--- config.mk ---
export PLATFORM = sky130hd
export DESIGN_NAME = id_ex_stage
export DESIGN_NICKNAME = d
export VERILOG_FILES = /design/src/rtl/id_ex_pkg.sv /design/src/rtl/id_ex_skid_buf.sv /design/src/rtl/id_ex_stage.sv
export SDC_FILE = /design/constraint.sdc
export NUM_CORES = 1
export LEC_CHECK = 0
export CAP_MARGIN = 20
export CORE_UTILIZATION = 46
export CTS_CLUSTER_DIAMETER = 150
export DETAILED_ROUTE_END_ITERATION = 10
export PLACE_DENSITY_LB_ADDON = 0.12
export SLEW_MARGIN = 15
export SYNTH_ARGS = -nofsm -noshare
export SYNTH_HDL_FRONTEND = slang
export SYNTH_SLANG_ARGS = --single-unit
--- constraint.sdc ---
create_clock -name clock -period 3.3 [get_ports clock]
set_input_delay 0.825 -clock clock [delete_from_list [all_inputs] [get_ports clock]]
set_output_delay 0.825 -clock clock [all_outputs]
set_load 0.02 [all_outputs]
--- src/rtl/id_ex_pkg.sv ---
// ID/EX pipeline register: shared widths and control bundle.
// Control bundle order is MSB first, as presented by the decoder.
package id_ex_pkg;

  localparam int DATA_W_DEF  = 32;
  localparam int REG_AW_DEF  = 5;
  localparam int ALUOP_W_DEF = 4;
  localparam int CTRL_W      = 4 + ALUOP_W_DEF + 2;

  typedef struct packed {
    logic                   reg_write;
    logic                   mem_to_reg;
    logic                   mem_write;
    logic                   mem_read;
    logic [ALUOP_W_DEF-1:0] alu_op;
    logic                   alu_src;
    logic                   reg_dst;
  } ctrl_t;

  // Strip the architecturally visible side effects from a bundle.
  function automatic ctrl_t ctrl_inert(input ctrl_t c);
    ctrl_t r;
    r           = c;
    r.reg_write = 1'b0;
    r.mem_write = 1'b0;
    r.mem_read  = 1'b0;
    return r;
  endfunction

endpackage

--- src/rtl/id_ex_skid_buf.sv ---
// One-entry skid register for the ID/EX stage.
// Holds a flat bundle with its own valid bit; flush empties it.
module id_ex_skid_buf #(
  parameter int W = 8
) (
  input  logic         clk,
  input  logic         rst_n,
  input  logic         flush,
  input  logic         load,
  input  logic         unload,
  input  logic [W-1:0] din,
  output logic         valid,
  output logic [W-1:0] dout
);

  logic         valid_q;
  logic         valid_d;
  logic [W-1:0] data_q;
  logic [W-1:0] data_d;

  // Next entry: flush wins, then load, then unload.
  always_comb begin
    valid_d = valid_q;
    data_d  = data_q;
    if (flush) begin
      valid_d = 1'b0;
    end else if (load) begin
      valid_d = 1'b1;
      data_d  = din;
    end else if (unload) begin
      valid_d = 1'b0;
    end
  end

  // Entry registers.
  always_ff @(posedge clk or negedge rst_n) begin
    if (!rst_n) begin
      valid_q <= 1'b0;
      data_q  <= '0;
    end else begin
      valid_q <= valid_d;
      data_q  <= data_d;
    end
  end

  assign valid = valid_q;
  assign dout  = data_q;

endmodule

--- src/rtl/id_ex_stage.sv ---
// ID/EX pipeline register with valid/ready handshake and flush.
// Define ID_EX_SKID_EN for a registered inReady backed by a skid entry.
module id_ex_stage
  import id_ex_pkg::*;
#(
  parameter int DATA_W  = DATA_W_DEF,
  parameter int REG_AW  = REG_AW_DEF,
  parameter int ALUOP_W = ALUOP_W_DEF
) (
  input  logic                  clock,
  input  logic                  resetN,
  input  logic                  inValid,
  output logic                  inReady,
  input  logic                  flush,
  input  logic [ALUOP_W+5:0]    ctrlIn,
  input  logic [DATA_W-1:0]     PCplus4,
  input  logic [DATA_W-1:0]     data1Input,
  input  logic [DATA_W-1:0]     data2Input,
  input  logic [DATA_W-1:0]     signExtendResultInput,
  input  logic [3*REG_AW-1:0]   registerAddressInput,
  output logic                  outValid,
  input  logic                  outReady,
  output logic [ALUOP_W+5:0]    ctrlOut,
  output logic [DATA_W-1:0]     PCplus4out,
  output logic [DATA_W-1:0]     data1Output,
  output logic [DATA_W-1:0]     data2Output,
  output logic [DATA_W-1:0]     signExtendResultOutput,
  output logic [REG_AW-1:0]     rsOut,
  output logic [REG_AW-1:0]     rtOut,
  output logic [REG_AW-1:0]     rdOut
);

  localparam int CW = ALUOP_W + 6;
  localparam int BW = CW + 4 * DATA_W + 3 * REG_AW;

  // regWrite, memWrite, memRead positions in the bundle
  localparam logic [CW-1:0] WR_BITS =
    {4'b1011, {(ALUOP_W + 2){1'b0}}};

  logic [BW-1:0] in_bus;
  logic [BW-1:0] main_q;
  logic [BW-1:0] main_d;
  logic          valid_q;
  logic          valid_d;
  logic          accept;
  logic          consume;
  logic          load_main;
  logic [CW-1:0] ctrl_raw;

  assign in_bus = {ctrlIn, PCplus4, data1Input,
                   data2Input, signExtendResultInput,
                   registerAddressInput};

  assign accept  = inValid & inReady;
  assign consume = valid_q & outReady;

`ifdef ID_EX_SKID_EN
  logic          skid_valid;
  logic          skid_load;
  logic          skid_unload;
  logic [BW-1:0] skid_bus;
  logic          rdy_q;
  logic          rdy_d;

  assign skid_load   = accept & valid_q & ~outReady;
  assign skid_unload = skid_valid & consume & ~flush;
  assign load_main   = accept & (~valid_q | outReady);
  assign inReady     = rdy_q & ~flush;

  id_ex_skid_buf #(
    .W(BW)
  ) u_skid (
    .clk   (clock),
    .rst_n (resetN),
    .flush (flush),
    .load  (skid_load),
    .unload(skid_unload),
    .din   (in_bus),
    .valid (skid_valid),
    .dout  (skid_bus)
  );

  // Ready next cycle iff the skid entry will be empty.
  always_comb begin
    rdy_d = ~skid_valid;
    if (flush) begin
      rdy_d = 1'b1;
    end else if (skid_load) begin
      rdy_d = 1'b0;
    end else if (skid_unload) begin
      rdy_d = 1'b1;
    end
  end

  // Registered ready: no outReady-to-inReady path.
  always_ff @(posedge clock or negedge resetN) begin
    if (!resetN) begin
      rdy_q <= 1'b1;
    end else begin
      rdy_q <= rdy_d;
    end
  end
`else
  assign inReady   = ~flush & (~valid_q | outReady);
  assign load_main = accept;
`endif

  // Main entry: flush, then new input, then skid refill, then drain.
  always_comb begin
    valid_d = valid_q;
    main_d  = main_q;
    if (flush) begin
      valid_d = 1'b0;
    end else if (load_main) begin
      valid_d = 1'b1;
      main_d  = in_bus;
`ifdef ID_EX_SKID_EN
    end else if (skid_unload) begin
      valid_d = 1'b1;
      main_d  = skid_bus;
`endif
    end else if (consume) begin
      valid_d = 1'b0;
    end
  end

  // Main entry registers.
  always_ff @(posedge clock or negedge resetN) begin
    if (!resetN) begin
      valid_q <= 1'b0;
      main_q  <= '0;
    end else begin
      valid_q <= valid_d;
      main_q  <= main_d;
    end
  end

  assign {ctrl_raw, PCplus4out, data1Output,
          data2Output, signExtendResultOutput,
          rsOut, rtOut, rdOut} = main_q;

  assign outValid = valid_q;
  assign ctrlOut  = valid_q ? ctrl_raw
                            : (ctrl_raw & ~WR_BITS);

endmodule

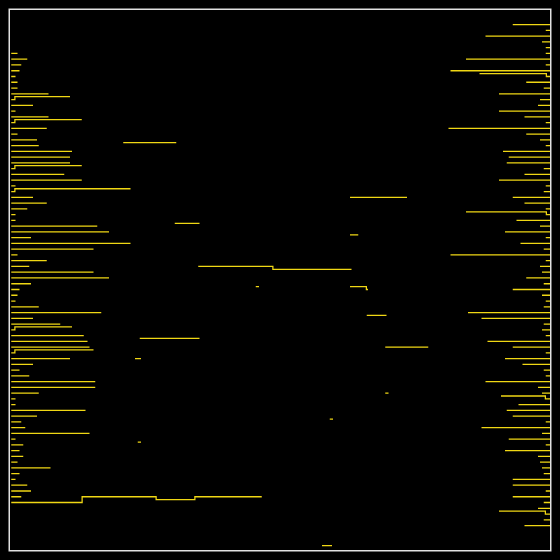
(images/m3.png)
main direction: horizontal
share of all routed wire: 9.2%
nets with wire on the layer: 169
wire length on this layer: 1370 µm
longest straight run: 27.8 µm
met3 Use GR: 7.16%
via count: 3914
Routed WL: 14900 µm

==> CHANGELOG.md <==
## Flow update

* Largest net degree at the start of global routing at approximately 69
* Clock tree buffer depth at 2
* Cell type with the largest total area after synthesis: dfrtp_1
* Final worst path period share at slightly below 90%
* CTS tree: built
* Cell Rows at approximately 45
* LEAKAGE at 4.24 nW
* WP data arrival at about 2.1 ns
* First-pass GRT wire length at 23200 µm
* Status: finished clean
* Dominant comb cell: multiplexers
* Clk_skew at around 0.0074 ns
* Core Util at FP at a little under half
* Cell Type Count at 10
* Seq/Total Area, Yosys at a little over half
* DIE HEIGHT at around 130 µm
* Slew @ Worst Pin at ~0.62 ns
* Worst path most repeated cell: clkdlybuf4s50_1
* Slew headroom at roughly 60%
* Iter 0 DRT Violations at 142
* Die footprint at between 15000 and 20000 µm²
* Synth Area in Compound Gates at 0%
* Adder share at 0%
* Final hold vios at 0
* Critical path depth at 4
* VDD IR max at approximately 0.00034 V
* Synthesized area per cell at 15.0 µm²
* Cts-stage hold buffer count at 0
* Final GP Congestion at approximately 0.75
* Layout cells sized above 1 at around 29%
* Diode count at 0
* Yosys simple share at less than 1%
* Pwr Total at 6.35 mW
* Synth Warn # at 0
* Yosys top cell area share at around 53%
* Maxcap violations at 0
* FF-to-FF setup slack at between 1 and 1.5 ns
* Worst slack, placed at a little under 0.4 ns
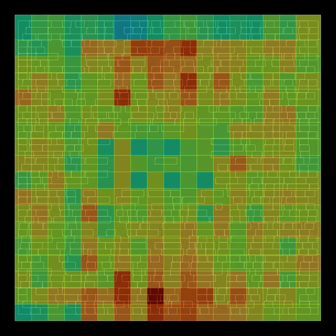
(images/congestion_map.png)
met2 usage: 32.8%
fin util: 65.6%
grt peak-use layer: met2
WL per Instance: 17.1 µm
All-Layer GR Usage: 19.0%

==> flip-flops by register name (all words and copies together), names as in the netlist <==
signal / cells
main_q: 153
outValid: 1
==> cell type report <==
type                            instances  area [µm²]  share of cell area [%]
Clock inverter                         10         190                    1.89
Clock buffer                           21         470                    4.68
Multi-Input combinational cell        161        2050                    20.4
Sequential cell                       154        3850                    38.4
Tap cell                              211         264                    2.63
Timing Repair Buffer                  318        3220                    32.0
==> per-stage QoR <==
stage	cell area [µm²]	instances	hold WS, ns
2_1_floorplan	7250	482	0.472
3_3_place_gp	9390	844	0.487
3_5_place_dp	9390	844	0.491
4_1_cts	10000	875	0.427
5_1_grt	10000	875	0.462
6_report	10000	875	0.417
==> final timing paths <==
path	endpoint	from
min reg2reg	main_q[145]$_DFFE_PN0P_	main_q[145]$_DFFE_PN0P_
min in group clock	main_q[145]$_DFFE_PN0P_	main_q[145]$_DFFE_PN0P_
min	main_q[109]$_DFFE_PN0P_	resetN
max in group asynchronous	main_q[16]$_DFFE_PN0P_	resetN
max reg2reg	main_q[143]$_DFFE_PN0P_	outValid$_DFFE_PN0P_
max	inReady	outReady
==> cells in the mapped netlist (all sizes together) <==
library cell / number
mux2: 153
and2: 3
nor2: 3
dfrtp: 154
nor3b: 1
nor2b: 1
buf: 167
==> per-layer routing <==
| metal | routed length (µm) | share of wire (%) |
|---|---|---|
| met2 | 7620 | 51 |
| met1 | 5740 | 38 |
| met5 | 0 | 0 |
| met4 | 190 | 1.3 |
| met3 | 1370 | 9.2 |
==> kinds of logic after synthesis <==
group,Yosys count
buf+inv,167
flops,154
mux,153
simple gates,8
==> where the power goes <==
group          internal (mW)  leakage [nW]  switching [mW]
Combinational           1.05          2.12           0.761
Clock                   1.40         0.312           0.751
Sequential              2.21          1.81           0.171
Total                   4.66          4.24            1.68
Power is estimated from default activity; no workload was simulated.
